$ cat src/rtl/etc_rgb_block_sequencer.sv
// etc_rgb_block_sequencer
//   Accepts one 64-bit ETC1/ETC2 colour block, decodes its two base colours
//   (individual or differential mode) to 8-bit RGB, then walks the block's
//   16 pixel indices towards the pixel-colour stage.
//
// Ports
//   sclk               clock, rising edge
//   rsrt               asynchronous active-low reset
//   blk_valid/ready    block handshake; blk_data bits 31:0 are pixel indices
//   blk_punch          block belongs to a punch-through texture
//   blk_alpha          texture carries alpha, presented as aplha
//   dn_hold            downstream stall, freezes pixel sequencing
//   rtr, pixIdx        pixel request valid and current pixel index 0..15
//   block, flipped     registered block and its flip bit
//   flag_punchThrough  punch-through block with the opaque bit clear
//   baseColor_0/1      {b,g,r} base colours of sub-blocks 0 and 1
//   blk_done           pulse on the pixIdx==15 beat
//   unsup              pulse while a T/H/planar block is in decode
//   err_cnt            saturating count of unsupported blocks
module etc_rgb_block_sequencer #(
    parameter bit          SKIP_INVALID = 1'b1,
    parameter int unsigned ERR_CNT_W    = 16
) (
    input  logic                 sclk,
    input  logic                 rsrt,
    input  logic                 blk_valid,
    output logic                 blk_ready,
    input  logic [63:0]          blk_data,
    input  logic                 blk_punch,
    input  logic                 blk_alpha,
    input  logic                 dn_hold,
    output logic                 rtr,
    output logic [3:0]           pixIdx,
    output logic [63:0]          block,
    output logic                 flipped,
    output logic                 flag_punchThrough,
    output logic                 aplha,
    output logic [23:0]          baseColor_0,
    output logic [23:0]          baseColor_1,
    output logic                 blk_done,
    output logic                 unsup,
    output logic [ERR_CNT_W-1:0] err_cnt
);

    typedef enum logic [1:0] {IDLE, DECODE, EMIT} state_t;

    state_t               state;
    logic                 ready_q;
    logic [3:0]           pix_q;
    logic [63:0]          blk_q;
    logic                 punch_q;
    logic                 alpha_q;
    logic [23:0]          c0_q;
    logic [23:0]          c1_q;
    logic                 inv_q;
    logic [ERR_CNT_W-1:0] err_q;

    logic                 hs;
    logic                 diff_in;
    logic [5:0]           sum_r;
    logic [5:0]           sum_g;
    logic [5:0]           sum_b;
    logic [23:0]          dec_c0;
    logic [23:0]          dec_c1;
    logic                 dec_inv;

    function automatic logic [7:0] exp5(input logic [4:0] x);
        return {x, x[4:2]};
    endfunction

    // Base colours are decoded straight from the incoming block so they are
    // registered together with it and are already valid during DECODE.
    always_comb begin
        diff_in = blk_data[33] | blk_punch;
        sum_r   = {1'b0, blk_data[63:59]} + {{3{blk_data[58]}}, blk_data[58:56]};
        sum_g   = {1'b0, blk_data[55:51]} + {{3{blk_data[50]}}, blk_data[50:48]};
        sum_b   = {1'b0, blk_data[47:43]} + {{3{blk_data[42]}}, blk_data[42:40]};
        if (diff_in) begin
            dec_c0  = {exp5(blk_data[47:43]), exp5(blk_data[55:51]), exp5(blk_data[63:59])};
            dec_c1  = {exp5(sum_b[4:0]), exp5(sum_g[4:0]), exp5(sum_r[4:0])};
            // Sums span -4..34, so bit 5 is set exactly when outside 0..31.
            dec_inv = sum_r[5] | sum_g[5] | sum_b[5];
        end else begin
            dec_c0  = {blk_data[47:44], blk_data[47:44], blk_data[55:52], blk_data[55:52],
                       blk_data[63:60], blk_data[63:60]};
            dec_c1  = {blk_data[43:40], blk_data[43:40], blk_data[51:48], blk_data[51:48],
                       blk_data[59:56], blk_data[59:56]};
            dec_inv = 1'b0;
        end
    end

    assign rtr               = (state == EMIT) && !dn_hold;
    assign blk_done          = rtr && (pix_q == 4'd15);
    assign blk_ready         = ready_q | blk_done;
    assign hs                = blk_valid && blk_ready;
    assign pixIdx            = pix_q;
    assign block             = blk_q;
    assign flipped           = blk_q[32];
    assign flag_punchThrough = punch_q && !blk_q[33];
    assign aplha             = alpha_q;
    assign baseColor_0       = c0_q;
    assign baseColor_1       = c1_q;
    assign unsup             = (state == DECODE) && inv_q;
    assign err_cnt           = err_q;

    // Every handshake (IDLE or the last EMIT beat) captures a new block.
    always_ff @(posedge sclk or negedge rsrt) begin
        if (!rsrt) begin
            blk_q   <= '0;
            punch_q <= 1'b0;
            alpha_q <= 1'b0;
            c0_q    <= '0;
            c1_q    <= '0;
            inv_q   <= 1'b0;
        end else if (hs) begin
            blk_q   <= blk_data;
            punch_q <= blk_punch;
            alpha_q <= blk_alpha;
            c0_q    <= dec_c0;
            c1_q    <= dec_c1;
            inv_q   <= dec_inv;
        end
    end

    always_ff @(posedge sclk or negedge rsrt) begin
        if (!rsrt) begin
            state   <= IDLE;
            ready_q <= 1'b0;
            pix_q   <= '0;
            err_q   <= '0;
        end else begin
            case (state)
                IDLE: begin
                    if (hs) begin
                        ready_q <= 1'b0;
                        state   <= DECODE;
                    end else begin
                        ready_q <= 1'b1;
                    end
                end
                DECODE: begin
                    if (inv_q && (err_q != '1)) begin
                        err_q <= err_q + ERR_CNT_W'(1);
                    end
                    if (inv_q && SKIP_INVALID) begin
                        ready_q <= 1'b1;
                        state   <= IDLE;
                    end else begin
                        pix_q <= '0;
                        state <= EMIT;
                    end
                end
                EMIT: begin
                    if (rtr) begin
                        if (pix_q == 4'd15) begin
                            pix_q <= '0;
                            if (hs) begin
                                state <= DECODE;
                            end else begin
                                ready_q <= 1'b1;
                                state   <= IDLE;
                            end
                        end else begin
                            pix_q <= pix_q + 4'd1;
                        end
                    end
                end
                default: state <= IDLE;
            endcase
        end
    end

endmodule

$ cat config.mk
export PLATFORM = sky130hd
export DESIGN_NAME = etc_rgb_block_sequencer
export DESIGN_NICKNAME = d
export VERILOG_FILES = /design/src/rtl/etc_rgb_block_sequencer.sv
export SDC_FILE = /design/constraint.sdc
export NUM_CORES = 1
export LEC_CHECK = 0
export ABC_AREA = 1
export CAP_MARGIN = 20
export CORE_UTILIZATION = 41
export CTS_CLUSTER_DIAMETER = 120
export DETAILED_ROUTE_END_ITERATION = 10
export HOLD_SLACK_MARGIN = 0.08
export PLACE_DENSITY = 0.73
export SLEW_MARGIN = 40
export SYNTH_ARGS = -nofsm -noshare
export SYNTH_HDL_FRONTEND = slang
export SYNTH_SLANG_ARGS = --single-unit
$ cat constraint.sdc
create_clock -name sclk -period 2.2 [get_ports sclk]
set_input_delay 0.44 -clock sclk [delete_from_list [all_inputs] [get_ports sclk]]
set_output_delay 0.44 -clock sclk [all_outputs]
set_load 0.02 [all_outputs]
Clock nets:
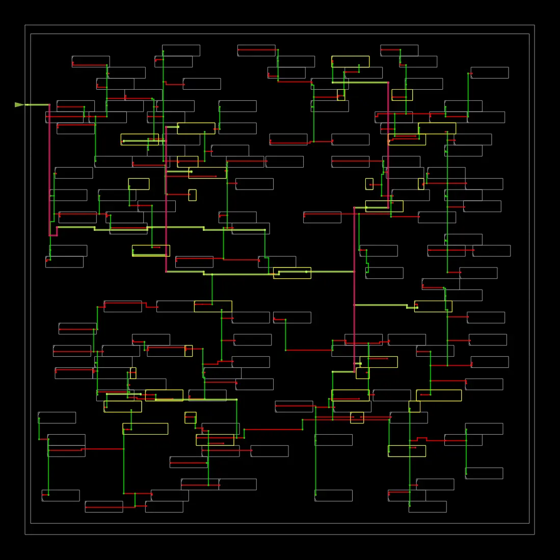
Clock Skew: 11.3 ps
CTS Buf Count: 17
clk_lat worst skew: 420 ps
flop count: 126

Clock distribution:
Scale bar: 20 um.
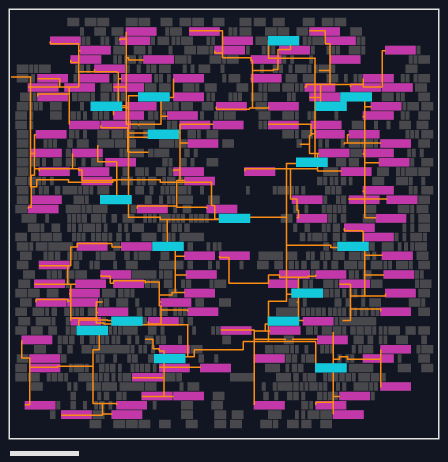
[magenta] flip-flops | count: 126
[cyan] clock-net drivers | count: 17
[orange] clock wires | length: 1700 um
flops lie	spread over the die
routed clock nets	18

M4 wires:
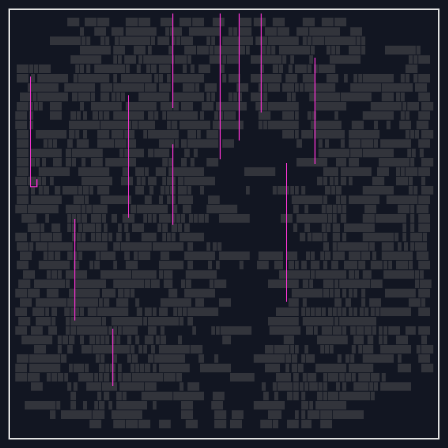
wire length on this layer	345 um
main direction	vertical
share of all routed wire	2.0%

==> flow_metrics.env <==
# physical design summary
export IMPL_tightest_slew_ps=622
export IMPL_synth_top_cell_by_count="nand2_1"
export IMPL_power_density_nw_per_um2=1410
export IMPL_worst_path_max_fanout=4
export IMPL_rsz0062_at_grt="false"
export IMPL_topCellsByArea="dfrtp_1 (51%), nand2_1 (18%), ha_1 (4.3%)"
export IMPL_cts_setup_buffers=0
export IMPL_warnings=29
export IMPL_synthCells=755
export IMPL_final_layout_size_suffix_gt1_frac=0.0789
export IMPL_period_used=0.945
export IMPL_n_antenna_cell=0
export IMPL_dieArea_sq_um=15500
export IMPL_crit_type="register to primary output"
export IMPL_wl_met1_um=7190
export IMPL_htreeDepth=4
export IMPL_top_cell_area_share=0.512
export IMPL_maxCapViolCount=0
export IMPL_max_stage_delay_ps=410
export IMPL_hold_buffers=1
export IMPL_adder_share=0.0524
export IMPL_outcome="finished, final reports clean"
export IMPL_slew_headroom=0.582
export IMPL_fin_ws_ps=121
export IMPL_fillers=1255
export IMPL_finalSetupTns_ps=0
export IMPL_p_seq_mw=3.97
export IMPL_ant_nets=0
export IMPL_ys_seq_frac=0.512
export IMPL_comb_power_mw=6.14
export IMPL_highest_layer="met4"
export IMPL_die_w_um=125
export IMPL_ff_type="dfrtp_1"
export IMPL_grt_pass1_vias=5535
export IMPL_cts_sinks=126
export IMPL_ys_sh_xor=0.0185
export IMPL_mux_share=0.00183
export IMPL_synth_avg_cell_area_sq_um=8.16
export IMPL_pin_count=209
export IMPL_worstPathArrival_ps=1640
export IMPL_viasPerCell=4.82
export IMPL_fin_cells=1172
export IMPL_fmax_mhz=481
export IMPL_power_clock_mw=2.77
export IMPL_cts_root_buf="clkbuf_16"
export IMPL_synthTopCellsByCount="nand2_1 (292), dfrtp_1 (126), inv_1 (64), nor2_1 (55), a21oi_1 (51)"
export IMPL_path_buffers=2
export IMPL_synth_cell_type_count=33
export IMPL_grt_busiest_layer="met2"
export IMPL_rows=44
export IMPL_port_buffers=208
export IMPL_p_int_mw=7.87
export IMPL_worstPathCellList="inv_1, ha_1, nand2_2, nor2_1, dlygate4sd2_1"
export IMPL_yosysWarnings=0
export IMPL_met3_length_um=1360
export IMPL_simple_gate_area_frac=0.252
export IMPL_required_ps=1760
export IMPL_use_met2=0.370
export IMPL_via_count=5650
export IMPL_cts_tree="yes"
export IMPL_dpl_worst_slack_ps=-76.7
export IMPL_syn_to_final_growth_pct=48.1
export IMPL_timing_hold_ws_ps=474
export IMPL_slowest_stage="dfrtp_1"
export IMPL_top_power_group="combinational cells"
export IMPL_switching_power_mw=5.00
export IMPL_hold_class="register to register"
[final cells by class]
| type | count | area (sq um) | area share |
|---|---|---|---|
| Tap cell | 184 | 230 | 0.0252 |
| Sequential cell | 126 | 3150 | 0.346 |
| Multi-Input combinational cell | 523 | 2520 | 0.276 |
| Clock buffer | 22 | 474 | 0.0520 |
| Inverter | 66 | 248 | 0.0272 |
| Clock inverter | 10 | 113 | 0.0123 |
| Timing Repair Buffer | 241 | 2380 | 0.261 |
[final timing paths]
kind,start,to,slack [ps]
max reg2reg,state[0],block[48],380
min reg2reg,block[7],block[7],470
min in group asynchronous,rsrt,pixIdx[2],540
min,block[7],block[7],470
max in group asynchronous,rsrt,block[15],990
max,state[0],blk_done,120
[worst min-delay path: cells and delay by family (launching register included)]
kind,cells,cell delay (ps)
DFF,1,340
and+or+nand+nor,2,100
